**src/rtl/pulse_counter_multich_pkg.sv**
```systemverilog
// Shared types and default parameter values for the multichannel pulse counter.
package pulse_counter_pkg;

    typedef enum logic [1:0] {
        IDLE  = 2'd0,
        LOAD  = 2'd1,
        SHIFT = 2'd2
    } ser_state_e;

    localparam int DEF_N_CH        = 4;
    localparam int DEF_CNT_W       = 8;
    localparam int DEF_RTC_DIV     = 1;
    localparam int DEF_SYNC_STAGES = 2;

endpackage

```
**src/rtl/pulse_counter_multich_if.sv**
```systemverilog
// Serial snapshot stream and status flags leaving the pulse counter.
import pulse_counter_pkg::*;

interface pulse_counter_multich_if #(
    parameter int N_CH = DEF_N_CH
) ();

    logic                    serial_out;
    logic                    sl_out;
    logic [$clog2(N_CH)-1:0] ch_addr_out;
    logic                    ovf_ch_out;
    logic                    ovf_global;
    logic                    ovf_rtc_out;

    modport master (
        output serial_out,
        output sl_out,
        output ch_addr_out,
        output ovf_ch_out,
        output ovf_global,
        output ovf_rtc_out
    );

    modport slave (
        input serial_out,
        input sl_out,
        input ch_addr_out,
        input ovf_ch_out,
        input ovf_global,
        input ovf_rtc_out
    );

endinterface

```
**src/rtl/pulse_counter_multich_channel.sv**
```systemverilog
// One input channel: synchroniser, registered rising-edge detector, wrapping
// counter with sticky overflow, and the snapshot register read by the serialiser.
module pc_channel
    import pulse_counter_pkg::*;
#(
    parameter int CNT_W       = DEF_CNT_W,
    parameter int SYNC_STAGES = DEF_SYNC_STAGES
) (
    input  logic             clk,
    input  logic             reset,
    input  logic             ch_in,
    input  logic             win_end,
    input  logic             snap_en,
    output logic [CNT_W-1:0] snap_cnt,
    output logic             snap_ovf,
    output logic             ovf_live
);

    logic [SYNC_STAGES-1:0] sync_q, sync_d;
    logic                   dly_q, dly_d;
    logic                   pulse_q, pulse_d;
    logic [CNT_W-1:0]       cnt_q, cnt_d;
    logic                   ovf_q, ovf_d;
    logic [CNT_W-1:0]       snap_cnt_q, snap_cnt_d;
    logic                   snap_ovf_q, snap_ovf_d;

    // A pulse landing in the window-end cycle is the first count of the new window.
    always_comb begin
        sync_d     = {sync_q[SYNC_STAGES-2:0], ch_in};
        dly_d      = sync_q[SYNC_STAGES-1];
        pulse_d    = sync_q[SYNC_STAGES-1] & ~dly_q;
        cnt_d      = cnt_q;
        ovf_d      = ovf_q;
        if (win_end) begin
            cnt_d = pulse_q ? CNT_W'(1) : '0;
            ovf_d = 1'b0;
        end else if (pulse_q) begin
            cnt_d = cnt_q + 1'b1;
            if (&cnt_q) begin
                ovf_d = 1'b1;
            end
        end
        snap_cnt_d = snap_en ? cnt_q : snap_cnt_q;
        snap_ovf_d = snap_en ? ovf_q : snap_ovf_q;
    end

    always_ff @(posedge clk or posedge reset) begin
        if (reset) begin
            sync_q     <= '0;
            dly_q      <= 1'b0;
            pulse_q    <= 1'b0;
            cnt_q      <= '0;
            ovf_q      <= 1'b0;
            snap_cnt_q <= '0;
            snap_ovf_q <= 1'b0;
        end else begin
            sync_q     <= sync_d;
            dly_q      <= dly_d;
            pulse_q    <= pulse_d;
            cnt_q      <= cnt_d;
            ovf_q      <= ovf_d;
            snap_cnt_q <= snap_cnt_d;
            snap_ovf_q <= snap_ovf_d;
        end
    end

    assign snap_cnt = snap_cnt_q;
    assign snap_ovf = snap_ovf_q;
    assign ovf_live = ovf_q;

endmodule

```
**src/rtl/pulse_counter_multich.sv**
```systemverilog
// Multichannel pulse counter: RTC-defined measurement windows, per-channel
// snapshot at each window end, and a serial stream of the snapshot words.
module pulse_counter_multich
    import pulse_counter_pkg::*;
#(
    parameter int N_CH        = DEF_N_CH,
    parameter int CNT_W       = DEF_CNT_W,
    parameter int RTC_DIV     = DEF_RTC_DIV,
    parameter int SYNC_STAGES = DEF_SYNC_STAGES
) (
    input  logic                    clk,
    input  logic                    reset,
    input  logic [N_CH-1:0]         ch_in,
    input  logic                    rtc,
    pulse_counter_multich_if.master out_if
);

    localparam int         CH_W       = $clog2(N_CH);
    localparam int         BIT_W      = $clog2(CNT_W);
    localparam logic [7:0] PRESC_LAST = 8'(RTC_DIV - 1);

    logic [SYNC_STAGES-1:0] rtc_sync_q, rtc_sync_d;
    logic                   rtc_dly_q, rtc_dly_d;
    logic                   rtc_pulse_q, rtc_pulse_d;
    logic [7:0]             presc_q, presc_d;
    ser_state_e             state_q, state_d;
    logic [CH_W-1:0]        ch_q, ch_d;
    logic [BIT_W-1:0]       bit_q, bit_d;
    logic [CH_W-1:0]        addr_q, addr_d;
    logic                   serial_q, serial_d;
    logic                   sl_q, sl_d;
    logic                   ovf_ch_q, ovf_ch_d;
    logic                   ovf_global_q, ovf_global_d;
    logic                   ovf_rtc_q, ovf_rtc_d;
    logic                   win_end, snap_en;
    logic [CNT_W-1:0]       snap_cnt [N_CH];
    logic [N_CH-1:0]        snap_ovf, ovf_live;

    for (genvar i = 0; i < N_CH; i++) begin : g_ch
        pc_channel #(
            .CNT_W       (CNT_W),
            .SYNC_STAGES (SYNC_STAGES)
        ) u_ch (
            .clk      (clk),
            .reset    (reset),
            .ch_in    (ch_in[i]),
            .win_end  (win_end),
            .snap_en  (snap_en),
            .snap_cnt (snap_cnt[i]),
            .snap_ovf (snap_ovf[i]),
            .ovf_live (ovf_live[i])
        );
    end

    // Window ends are always honoured by the counters; only the snapshot is
    // dropped when a frame is still being sent.
    always_comb begin
        rtc_sync_d   = {rtc_sync_q[SYNC_STAGES-2:0], rtc};
        rtc_dly_d    = rtc_sync_q[SYNC_STAGES-1];
        rtc_pulse_d  = rtc_sync_q[SYNC_STAGES-1] & ~rtc_dly_q;
        win_end      = rtc_pulse_q && (presc_q == PRESC_LAST);
        snap_en      = win_end && (state_q == IDLE);
        presc_d      = presc_q;
        if (win_end) begin
            presc_d = '0;
        end else if (rtc_pulse_q) begin
            presc_d = presc_q + 1'b1;
        end
        ovf_rtc_d    = ovf_rtc_q;
        if (win_end) begin
            ovf_rtc_d = (state_q != IDLE);
        end
        ovf_global_d = snap_en ? |ovf_live : ovf_global_q;
    end

    always_comb begin
        state_d  = state_q;
        ch_d     = ch_q;
        bit_d    = bit_q;
        sl_d     = 1'b0;
        serial_d = 1'b0;
        addr_d   = '0;
        ovf_ch_d = 1'b0;
        case (state_q)
            IDLE: begin
                if (win_end) begin
                    state_d = LOAD;
                    ch_d    = '0;
                end
            end
            LOAD: begin
                sl_d     = 1'b1;
                addr_d   = ch_q;
                ovf_ch_d = snap_ovf[ch_q];
                bit_d    = BIT_W'(CNT_W - 1);
                state_d  = SHIFT;
            end
            SHIFT: begin
                serial_d = snap_cnt[ch_q][bit_q];
                addr_d   = ch_q;
                ovf_ch_d = snap_ovf[ch_q];
                if (bit_q == '0) begin
                    if (ch_q == CH_W'(N_CH - 1)) begin
                        state_d = IDLE;
                        ch_d    = '0;
                    end else begin
                        state_d = LOAD;
                        ch_d    = ch_q + 1'b1;
                    end
                end else begin
                    bit_d = bit_q - 1'b1;
                end
            end
            default: state_d = IDLE;
        endcase
    end

    always_ff @(posedge clk or posedge reset) begin
        if (reset) begin
            rtc_sync_q   <= '0;
            rtc_dly_q    <= 1'b0;
            rtc_pulse_q  <= 1'b0;
            presc_q      <= '0;
            state_q      <= IDLE;
            ch_q         <= '0;
            bit_q        <= '0;
            addr_q       <= '0;
            serial_q     <= 1'b0;
            sl_q         <= 1'b0;
            ovf_ch_q     <= 1'b0;
            ovf_global_q <= 1'b0;
            ovf_rtc_q    <= 1'b0;
        end else begin
            rtc_sync_q   <= rtc_sync_d;
            rtc_dly_q    <= rtc_dly_d;
            rtc_pulse_q  <= rtc_pulse_d;
            presc_q      <= presc_d;
            state_q      <= state_d;
            ch_q         <= ch_d;
            bit_q        <= bit_d;
            addr_q       <= addr_d;
            serial_q     <= serial_d;
            sl_q         <= sl_d;
            ovf_ch_q     <= ovf_ch_d;
            ovf_global_q <= ovf_global_d;
            ovf_rtc_q    <= ovf_rtc_d;
        end
    end

    assign out_if.serial_out  = serial_q;
    assign out_if.sl_out      = sl_q;
    assign out_if.ch_addr_out = addr_q;
    assign out_if.ovf_ch_out  = ovf_ch_q;
    assign out_if.ovf_global  = ovf_global_q;
    assign out_if.ovf_rtc_out = ovf_rtc_q;

endmodule

```
**src/flat_wrapper.sv**
```systemverilog
// flat-port wrapper written by rule: the top's interface ports become plain ports
module pulse_counter_multich_flat import pulse_counter_pkg::*;
#(
    parameter int N_CH        = DEF_N_CH,
    parameter int CNT_W       = DEF_CNT_W,
    parameter int RTC_DIV     = DEF_RTC_DIV,
    parameter int SYNC_STAGES = DEF_SYNC_STAGES
)
  (clk, reset, ch_in, rtc, out_if_serial_out, out_if_sl_out, out_if_ch_addr_out, out_if_ovf_ch_out, out_if_ovf_global, out_if_ovf_rtc_out);
  pulse_counter_multich_if #(.N_CH(N_CH)) out_if_i ();
  input  logic clk;
  input  logic reset;
  input  logic [N_CH-1:0] ch_in;
  input  logic rtc;
  output wire logic [$bits(out_if_i.serial_out)-1:0] out_if_serial_out;
  output wire logic [$bits(out_if_i.sl_out)-1:0] out_if_sl_out;
  output wire logic [$bits(out_if_i.ch_addr_out)-1:0] out_if_ch_addr_out;
  output wire logic [$bits(out_if_i.ovf_ch_out)-1:0] out_if_ovf_ch_out;
  output wire logic [$bits(out_if_i.ovf_global)-1:0] out_if_ovf_global;
  output wire logic [$bits(out_if_i.ovf_rtc_out)-1:0] out_if_ovf_rtc_out;
  assign out_if_serial_out = out_if_i.serial_out;
  assign out_if_sl_out = out_if_i.sl_out;
  assign out_if_ch_addr_out = out_if_i.ch_addr_out;
  assign out_if_ovf_ch_out = out_if_i.ovf_ch_out;
  assign out_if_ovf_global = out_if_i.ovf_global;
  assign out_if_ovf_rtc_out = out_if_i.ovf_rtc_out;
  pulse_counter_multich #(.N_CH(N_CH), .CNT_W(CNT_W), .RTC_DIV(RTC_DIV), .SYNC_STAGES(SYNC_STAGES)) u_core (.clk(clk), .reset(reset), .ch_in(ch_in), .rtc(rtc), .out_if(out_if_i));
endmodule
```
**config.mk**
```make
export PLATFORM = sky130hd
export DESIGN_NAME = pulse_counter_multich_flat
export DESIGN_NICKNAME = d
export VERILOG_FILES = /design/src/rtl/pulse_counter_multich_pkg.sv /design/src/rtl/pulse_counter_multich_if.sv /design/src/rtl/pulse_counter_multich_channel.sv /design/src/rtl/pulse_counter_multich.sv /design/src/flat_wrapper.sv
export SDC_FILE = /design/constraint.sdc
export NUM_CORES = 1
export LEC_CHECK = 0
export CAP_MARGIN = 20
export CORE_ASPECT_RATIO = 2
export CORE_MARGIN = 10
export CORE_UTILIZATION = 35
export CTS_CLUSTER_SIZE = 25
export DETAILED_ROUTE_END_ITERATION = 16
export PLACE_DENSITY_LB_ADDON = 0.12
export REMOVE_ABC_BUFFERS = 1
export SLEW_MARGIN = 20
export SYNTH_ARGS = -nofsm -noshare
export SYNTH_HDL_FRONTEND = slang
export SYNTH_SLANG_ARGS = --single-unit
```
**constraint.sdc**
```tcl
create_clock -name clk -period 4.6 [get_ports clk]
set_clock_uncertainty 0.2 [all_clocks]
set_input_delay 0.92 -clock clk [delete_from_list [all_inputs] [get_ports clk]]
set_output_delay 0.92 -clock clk [all_outputs]
set_load 0.01 [all_outputs]
```
Fig. 1: run 1, clock wiring as the flow saved it
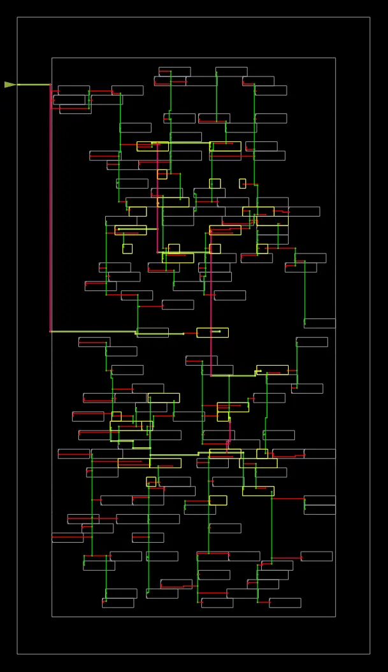
# clk buffers: 19
CTS Buf Count: 17
# clock sinks: 114

Fig. 2: run 1, gate-type map
Scale: 3 px per µm.
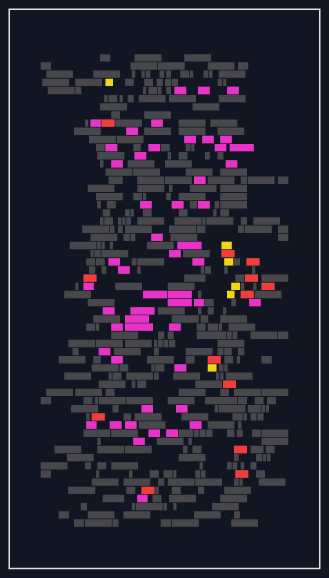
legend:
  red:
    family: adder and majority cells
    cells: 13
    most_used: ha_1
  magenta:
    family: multiplexers
    cells: 51
    most_used: mux2_2
  yellow:
    family: AND-OR and OR-AND gates
    cells: 6

Fig. 3: run 1, nets reached from selected ports
Scale: 3 px per µm.
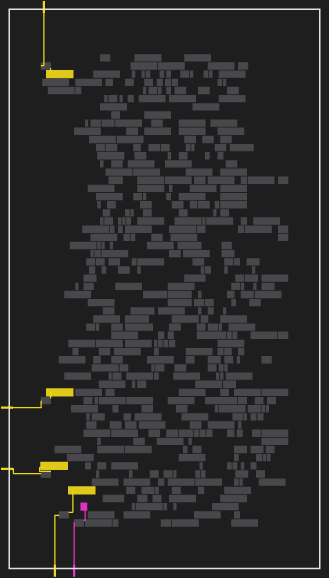
legend:
  magenta:
    port: reset
    direction: input
    edge: bottom
    end_cells: 1
    buffers: 1
    wire: 20.0 µm
  yellow:
    port: ch_in
    direction: input
    edge: 2 left, 1 bottom, 1 top
    end_cells: 4
    buffers: 4
    wire: 80.7 µm

Fig. 4: run 1, sequential cells grouped by signal name
Scale: 2 px per µm. Other sequential cells in the stronger grey, the rest of the logic in the fainter grey.
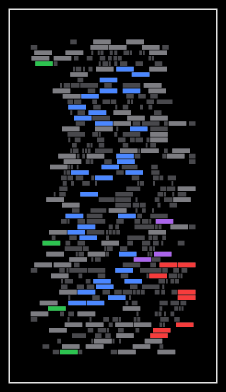
legend:
  green:
    signal: u_core.g_ch.u_ch.dly_q
    placed_flops: 4
  purple:
    signal: u_core.bit_q
    placed_flops: 3
  blue:
    signal: u_core.g_ch.u_ch.snap_cnt
    placed_flops: 32
  red:
    signal: u_core.presc_q
    placed_flops: 8
    where: lower right
not coloured: 67

## run 1: worst paths after layout
check / startpoint / endpoint / slack, ns
setup / recovery: u_core.out_if.ovf_rtc_out / out_if_ovf_rtc_out / 2.19
hold reg to reg: u_core.rtc_sync_q[0] / u_core.rtc_sync_q[1] / 0.15
max in group asynchronous: reset / u_core.g_ch[0].u_ch.snap_cnt[6] / 2.62
hold / removal: u_core.rtc_sync_q[0] / u_core.rtc_sync_q[1] / 0.15
min in group asynchronous: reset / u_core.g_ch[1].u_ch.cnt_q[2] / 0.86
setup reg to reg: u_core.presc_q[2] / u_core.state_q[1] / 2.24
## run 1: sequential cells by signal, indices dropped and copies added (netlist names), 3 cells and up
| name | count |
|---|---|
| u_core.presc_q | 8 |
| u_core.g_ch.u_ch.pulse_q | 4 |
| u_core.g_ch.u_ch.dly_q | 4 |
| u_core.g_ch.u_ch.ovf_live | 4 |
| u_core.bit_q | 3 |
| u_core.g_ch.u_ch.cnt_q | 32 |
| u_core.g_ch.u_ch.snap_cnt | 32 |
| u_core.g_ch.u_ch.sync_q | 8 |
| u_core.g_ch.u_ch.snap_ovf | 4 |
## run 1: cells in the mapped netlist, types with 5 or more instances
master	instances
nor2b_1	9
nand2_1	22
mux2i_1	5
mux4_2	7
ha_1	13
a21oi_1	10
nand4_1	10
dfrtp_1	114
o21ai_0	9
mux2_2	38
inv_1	10
nand3_1	11
nor2_1	36
xor2_1	17
buf_2	6
xnor2_1	13
## run 1: power by group
part / switching [W] / total (W) / internal, W
clock: 0.000481 / 0.00126 / 0.000778
sequential: 0.000204 / 0.00139 / 0.00118
combinational: 0.000269 / 0.000564 / 0.000296
total: 0.000953 / 0.00321 / 0.00226
## run 1: through the flow
step	utilization	hold slack (ns)	setup WS [ns]	power [W]	std cells
floorplan	-	0.131	0.464	0.00178	362
global placement	0.380	0.132	1.92	0.00197	533
detailed placement	0.380	0.136	1.85	0.00198	533
CTS	0.423	0.149	1.85	0.00326	565
global route	0.424	0.160	2.00	0.00340	566
finish	0.424	0.146	2.19	0.00321	566
## run 1: cells in the final DEF, fill, tap and decap left out, types with 9 or more instances in the layout
master,instances
xnor2_1,13
nor2_1,36
dfrtp_1,114
xor2_1,17
inv_1,9
clkbuf_16,17
nand2_1,22
nand4_1,10
clkdlybuf4s50_1,13
nand3_1,10
mux2_2,38
o21ai_0,9
nor2b_1,9
a21oi_1,10
ha_1,13
## run 1: metal layers
layer,vias to the layer above,global-route usage,wire [µm]
met4,0,0.0722,415
met2,50,0.190,5270
li1,1353,-,-
met3,22,0.0282,222
met1,1444,0.112,3610
met5,-,0,0
## run 1: cell type report
type | count | area share
Sequential cell | 114 | 0.498
Multi-Input combinational cell | 238 | 0.328
Clock buffer | 19 | 0.0791
Tap cell | 155 | 0.0339
Timing Repair Buffer | 17 | 0.0323
Clock inverter | 13 | 0.0221
Inverter | 10 | 0.00699
## run 1: kinds of logic after synthesis
group                    after synthesis  synth area share
buffers and inverters                 22            0.0195
multiplexers                          51             0.137
XOR/XNOR                              30            0.0545
AND/OR/NAND/NOR                      112             0.117
AND-OR/OR-AND                         32            0.0460
flip-flops                           114             0.592
adder cells (fa/ha/maj)               13            0.0337
==> results.ini, run 1 <==
[yosys]
topCellsByArea=dfrtp_1, mux2_2, ha_1
ys_cells=374
syn-cell-area_um2=4820
yosysTopAreaCellShare=0.592
flop_cell=dfrtp_1
async_flop_share=1.00
yosys_area_um2=4820
yosysTopAreaCell=dfrtp_1
edf_count=0
syn_avg_cell_area_um2=12.9
ys.flops=114
ys_types=41
synth_warnings=0
syn_inst=374
ys_seq_frac=0.592

[global_routing]
grt_pass1_wl_mm=15.8
grt_pass1_vias=3078
antenna_found_initial=0
gr-total-overflow=0
grt_max_degree=71
grt_usage=0.110

[setup_path]
crit_chain=clkdlybuf4s50_1
slowest_delay_ns=0.54
cpLargestDelayFamily=buffers and inverters
cp_num_cells=1
cp-end-kind=output port
cp_slowest_cell=clkdlybuf4s50_1
arrival_ns=1.29
crit_required_ns=3.48
cp_num_buf_inv=1
start_kind=flip-flop
criticalPathCategory=flip-flop to output port
worst-path-max-fanout=2
rr_worst_depth=4

[hold_path]
hold_class=flip-flop to flip-flop
whs_path_depth=0

[route]
drtIter0Drc=82
drc_errors=0
drt-vias-per-instance=5.07
drtAntennaViolNets=0
dr.pass1.iters=4
vias=2869
wl_mm=9.52
wl_per_cell_um=16.8

[floorplan]
rows=60
dieArea_um2=19100
core_area_um2=13500
fp_util=0.357
die_w_um=103
die_h_um=186
io_pins=14

[timing]
slew_headroom=0.408
clock.fmax_ghz=0.415
final_max_slew_viol_count=0
tightest_slew_ns=0.888
setup_viol=0
period_used_share=0.524
period_needed_ns=2.41
finalHoldViolations=0
grt_setup_unrepaired=no
timing.setup.tns_ns=0

[clocking]
postCtsSetupBuffers=0
cts_max_level=4
postCtsResizedCells=0
hold_buffers=0
clock-root-buffer=clkbuf_16
cts_tree=yes
clk_pin_slew_worst_paths_ns=0.06
clock_latency_ns=0.41
clockBufferDepth=2

[final_layout]
seqCellArea_um2=2850
stdcell_area_um2=5730
layout.nets=418
synthToLayoutAreaGrowth_pct=18.9
num_antenna_cells=0
fillCellCount=1268
drive_gt1_frac=0.212
mi_logic_area_um2=1880

[outcome]
status=finished, final reports clean

[placed_design]
portBuffers=13
gp_congestion=0.826
place_area_um2=5130
post-dp-hpwl_mm=6.56

[power_and_ir_drop]
powerDensity_nw_per_um2=561
total_leakage_power_nw=2.64
ir_drop_uv=254

[run]
warnings=30
drv_cap=0

==> run 2, diff against run 1 <==
==> constraint.sdc (replaced) <==
create_clock -name clk -period 2.1 [get_ports clk]
set_clock_uncertainty 0.2 [all_clocks]
set_input_delay 0.42 -clock clk [delete_from_list [all_inputs] [get_ports clk]]
set_output_delay 0.42 -clock clk [all_outputs]
set_load 0.01 [all_outputs]
Fig. 5: run 2, clock wiring as the flow saved it
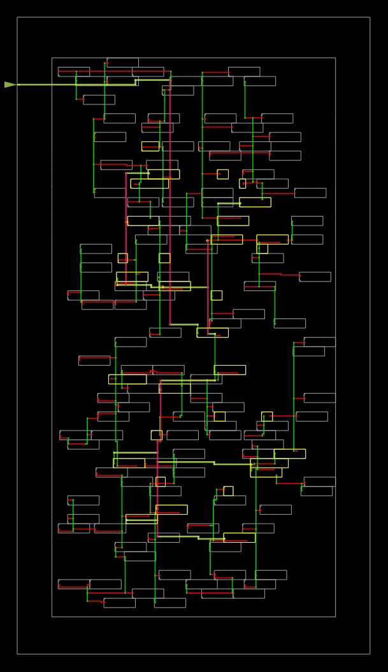
clk latency late pin: 0.41 ns
flop count: 114
Clk power: 0.00299 W

==> run 2 against run 1 <==
- sequential share of layout area fell by 1.7 points
- count of clock-buffer cells in the layout fell by 1
- synthesized cell count did not move
- utilization rose by 1.5 points
- clock power rose by 140%
- synthesized area did not move
- sequential cell count did not move
- sequential power rose by 120%
- critical path depth rose by 3
- cell area rose by 3.5%
- non-clock buffer count rose by 16
- cell count rose by 2.8%
- critical endpoint is now u_core.out_if.serial_out
- largest cell class unchanged
==> results.ini, run 2 <==
[timing]
period_used_share=0.956
clock.fmax_ghz=0.498
tightest_slew_ns=0.363
final_max_slew_viol_count=0
setup_viol=0
finalHoldViolations=0
slew_headroom=0.758
grt_setup_unrepaired=no
setup_ws_ns=0.0917
period_needed_ns=2.01

[power_and_ir_drop]
power_frac_comb=0.200
clockPowerShare=0.399
total_leakage_power_nw=2.76
seq_power_share=0.401
p_sw_w=0.00219
p_int_w=0.00529
powerDensity_nw_per_um2=1260
ir_drop_uv=544
swShare=0.292

[yosys]
syn_inst=374
ys_seq_frac=0.592
ys_types=41
topCellsByArea=dfrtp_1, mux2_2, ha_1
yosysTopAreaCellShare=0.592
most_common_cell=dfrtp_1
syn-cell-area_um2=4820
syn_avg_cell_area_um2=12.9
flop_cell=dfrtp_1
ys_cells=374
yosysTopAreaCell=dfrtp_1
ys.flops=114
yosys_area_um2=4820
synth_warnings=0
async_flop_share=1.00
common_cells=dfrtp_1, mux2_2, nor2_1
edf_count=0

[route]
drtAntennaViolNets=0
drtIter0Drc=94
wl_mm=10.3
wl_per_cell_um=17.6
drc_errors=0
dr.pass1.iters=4
vias=2937
drt-vias-per-instance=5.05

[final_layout]
fin_util=0.439
layout.nets=434
final_common_cell=dfrtp_1
layout_top_cells=dfrtp_1, mux2_2, nor2_1, nand2_1
num_antenna_cells=0
drive_gt1_frac=0.244
synthToLayoutAreaGrowth_pct=23.0

[global_routing]
grt_pass1_vias=3173
gr-total-overflow=0
grt_usage=0.121
grt_max_degree=42
antenna_found_initial=0
grt_pass1_wl_mm=17.3

[setup_path]
arrival_ns=2.10
worst-path-max-fanout=4
start_kind=flip-flop
r2r_start=u_core.ch_q[0]
criticalPathCategory=flip-flop to flip-flop
cp-end-kind=flip-flop
critical_path.startpoint=u_core.ch_q[0]
reg2reg_slack_ns=0.09
crit_required_ns=2.20

[clocking]
cts_max_level=4
clkSinkCount=114
hold_buffers=0
clk_pin_slew_worst_paths_ns=0.06
clockBufferDepth=2
cts_tree=yes
clock-root-buffer=clkbuf_16
cts_made_buffers=17

[floorplan]
dieArea_um2=19100
fp_util=0.357
core_area_um2=13500
rows=60
die_w_um=103
die_h_um=186
io_pins=14

[placed_design]
portBuffers=13
post-dp-hpwl_mm=7.23
gp_congestion=0.772
dp_worst_setup_slack_ns=0.114

[run]
drv_cap=0
warnings=30

[hold_path]
hold_class=primary input to async pin

[outcome]
status=finished, final reports clean

[run 2: cell counts after synthesis]
No cell type changed its count.
[run 2: per-stage QoR]
stage                     area, µm²  hold WS (ns)  power [W]  setup TNS (ns)  std cells
after floorplan                4760         0.131    0.00389         -195.62        362
after CTS                      5930        0.0973    0.00759               0        582
after detailed placement       5310         0.135    0.00455               0        550
final                          5930         0.101    0.00748               0        582
after global placement         5310         0.133    0.00450               0        550
after global routing           5930         0.117    0.00791               0        582
[run 2: worst max-delay path, stage by stage (launching register included)]
cell	delay (ns)
dfrtp_1	0.45
mux4_2	0.54
and2_4	0.18
a2111oi_4	0.30
and4b_1	0.23
[run 2: routing by layer]
metal / GRT usage / vias up / share of wire
met5: 0 / - / 0
met3: 0.0308 / 21 / 0.023
met2: 0.211 / 39 / 0.55
li1: - / 1385 / -
met1: 0.125 / 1492 / 0.39
met4: 0.0722 / 0 / 0.038
[run 2: power groups by stage]
stage / Sequential [W] / Combinational [W] / Clock, W
final: 0.00300 / 0.00149 / 0.00299
after global routing: 0.00306 / 0.00168 / 0.00317
after CTS: 0.00301 / 0.00152 / 0.00306
after detailed placement: 0.00304 / 0.00150 / 0
after global placement: 0.00303 / 0.00147 / 0
after floorplan: 0.00294 / 0.000947 / 0
[run 2: area by class of cell]
class	instances	area, µm²
timing repair buffer	33	343
inverter	10	40.0
fill	1266	7580
clock inverter	14	179
sequential	114	2850
tap	155	194
multi-input combinational	238	1880
clock buffer	18	439
[run 2: path summary, 6_finish.rpt]
| kind | cells past startpoint | end |
|---|---|---|
| worst max-delay path | 4 | u_core.out_if.serial_out |
| min in group clk | 0 | u_core.rtc_sync_q[1] |
| worst max register to register | 4 | u_core.out_if.serial_out |
| worst min register to register | 0 | u_core.rtc_sync_q[1] |
| max in group asynchronous | 3 | u_core.g_ch[3].u_ch.cnt_q[7] |
| worst min-delay path | 2 | u_core.g_ch[0].u_ch.dly_q |
[run 2: kinds of logic after synthesis]
kind of cell             after synthesis  synth area share
flip-flops                           114             0.592
AND/OR/NAND/NOR                      112             0.117
multiplexers                          51             0.137
AND-OR/OR-AND                         32            0.0460
XOR/XNOR                              30            0.0545
buffers and inverters                 22            0.0195
adder cells (fa/ha/maj)               13            0.0337
[run 2: timing repair]
action                                  4_1_cts  5_1_grt
buffers inserted                              0        0
endpoints found under the setup margin        0        2
resized                                       0        2
==> run 3, diff against run 2 <==
--- a/config.mk
+++ b/config.mk
@@ -5,6 +5,7 @@
 export SDC_FILE = /design/constraint.sdc
 export NUM_CORES = 1
 export LEC_CHECK = 0
+export ABC_CLOCK_PERIOD_IN_PS = 2100
 export CAP_MARGIN = 20
 export CORE_ASPECT_RATIO = 2
 export CORE_MARGIN = 10
@@ -13,6 +14,7 @@
 export DETAILED_ROUTE_END_ITERATION = 16
 export PLACE_DENSITY_LB_ADDON = 0.12
 export REMOVE_ABC_BUFFERS = 1
+export SKIP_CTS_REPAIR_TIMING = 1
 export SLEW_MARGIN = 20
 export SYNTH_ARGS = -nofsm -noshare
 export SYNTH_HDL_FRONTEND = slang
Fig. 6: run 3, sequential cells grouped by signal name
Scale: 2 px per µm. Other sequential cells in the stronger grey, the rest of the logic in the fainter grey.
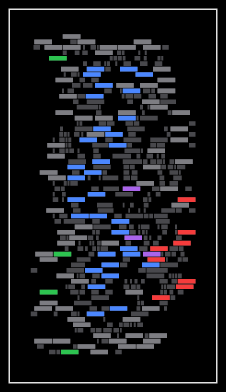
legend:
  green:
    signal: u_core.g_ch.u_ch.dly_q
    placed_flops: 4
  blue:
    signal: u_core.g_ch.u_ch.snap_cnt
    placed_flops: 32
  purple:
    signal: u_core.bit_q
    placed_flops: 3
  red:
    signal: u_core.presc_q
    placed_flops: 8
not coloured: 67

==> run 3 against run 2 <==
- setup slack did not move
- cell area unchanged
- utilization is the same
- non-clock buffer count unchanged
- maximum frequency unchanged
- hold slack unchanged
- total power did not move
- synthesized cell count stayed put
- global-route usage unchanged
- critical path depth unchanged
- critical path type unchanged
- critical endpoint unchanged
- largest power group unchanged
- highest routed layer unchanged
==> results.ini, run 3 <==
[floorplan]
die_w_um=103
core_area_um2=13500
fp_util=0.357
io_pins=14
dieArea_um2=19100
rows=60

[placed_design]
post-dp-hpwl_mm=7.23
portBuffers=13
place_area_um2=5310

[final_layout]
stdcell_area_um2=5930
layout_top_cells=dfrtp_1, mux2_2, nor2_1, nand2_1
num_antenna_cells=0
layout.nets=434
fin_util=0.439
synthToLayoutAreaGrowth_pct=23.0
drive_gt1_frac=0.244

[timing]
final_max_slew_viol_count=0
period_used_share=0.956
grt_setup_unrepaired=no
period_needed_ns=2.01
clock.fmax_ghz=0.498
slew_headroom=0.758
finalHoldViolations=0
setup_viol=0
tightest_slew_ns=0.363
timing.setup.tns_ns=0
hold_ws_ns=0.101

[yosys]
synth_warnings=0
common_cells=dfrtp_1, mux2_2, nor2_1
yosysTopAreaCellShare=0.592
ys_cells=374
flop_cell=dfrtp_1
yosys_area_um2=4820
yosysTopAreaCell=dfrtp_1
topCellsByArea=dfrtp_1, mux2_2, ha_1
ys_seq_frac=0.592
syn_avg_cell_area_um2=12.9
syn-cell-area_um2=4820
ys.flops=114
ys_types=41
async_flop_share=1.00

[power_and_ir_drop]
p_total_w=0.00748
power_frac_comb=0.200
total_leakage_power_nw=2.76
clockPowerShare=0.399
ir_drop_uv=544
swShare=0.292
seq_power_share=0.401
powerDensity_nw_per_um2=1260
p_int_w=0.00529
p_sw_w=0.00219

[clocking]
cts_tree=yes
clockBufferDepth=2
clock-root-buffer=clkbuf_16
clk_pin_slew_worst_paths_ns=0.06
clkSinkCount=114
cts_made_buffers=17
clock_latency_ns=0.41

[global_routing]
grt_pass1_wl_mm=17.3
grt_max_degree=42
antenna_found_initial=0
gr-total-overflow=0
grt_usage=0.121

[setup_path]
criticalPathCategory=flip-flop to flip-flop
r2r_end=u_core.out_if.serial_out
worst-path-max-fanout=4
start_kind=flip-flop
cp_num_buf_inv=0
arrival_ns=2.10
cpLargestDelayFamily=multiplexers
slowest_delay_ns=0.54
reg2reg_slack_ns=0.09
rr_worst_depth=4
cp_slowest_cell=mux4_2
crit_required_ns=2.20

[route]
drt-vias-per-instance=5.05
drtAntennaViolNets=0
drc_errors=0
wl_mm=10.3
drtIter0Drc=94
wl_per_cell_um=17.6
dr.pass1.iters=4
vias=2937

[run]
drv_cap=0
warnings=30

[hold_path]
hold_class=primary input to async pin

[outcome]
status=finished, final reports clean

run 3: power by group through the flow:
| stage | Clock (W) | Sequential [W] | Combinational [W] |
|---|---|---|---|
| 6_report | 0.00299 | 0.00300 | 0.00149 |
| 5_1_grt | 0.00317 | 0.00306 | 0.00168 |
| 4_1_cts | 0.00306 | 0.00301 | 0.00152 |
| 3_5_place_dp | 0 | 0.00304 | 0.00150 |
| 3_3_place_gp | 0 | 0.00303 | 0.00147 |
| 2_1_floorplan | 0 | 0.00294 | 0.000947 |
run 3: how the worst max path moves through the flow:
stage	start	to
after floorplan	reset	u_core.bit_q[0]
after global placement	u_core.ch_q[0]	u_core.out_if.serial_out
after detailed placement	u_core.ch_q[0]	u_core.out_if.serial_out
after CTS	u_core.ch_q[0]	u_core.out_if.serial_out
after global routing	u_core.presc_q[0]	u_core.ch_q[0]
final	u_core.ch_q[0]	u_core.out_if.serial_out
run 3: kinds of logic after synthesis:
family,after synthesis,share of synthesized area
multiplexers,51,0.137
buffers and inverters,22,0.0195
adder cells (fa/ha/maj),13,0.0337
AND-OR/OR-AND,32,0.0460
flip-flops,114,0.592
XOR/XNOR,30,0.0545
AND/OR/NAND/NOR,112,0.117
run 3: final cells by class:
cell class	count	area (µm²)
Fill cell	1266	7580
Sequential cell	114	2850
Multi-Input combinational cell	238	1880
Clock buffer	18	439
Timing Repair Buffer	33	343
Tap cell	155	194
Clock inverter	14	179
Inverter	10	40.0
run 3: per-layer routing:
metal,track usage,part of all wire,up-vias
li1,-,-,1385
met5,0,0,-
met2,0.211,0.55,39
met4,0.0722,0.038,0
met3,0.0308,0.023,21
met1,0.125,0.39,1492
run 3: stage by stage:
step / worst slack (ns) / instances
floorplan: -1.54 / 362
CTS: 0.0977 / 582
finish: 0.0917 / 582
global placement: 0.174 / 550
detailed placement: 0.114 / 550
global route: 0.0361 / 582
Power figures rest on the tool's default switching activity, not on a simulated workload.
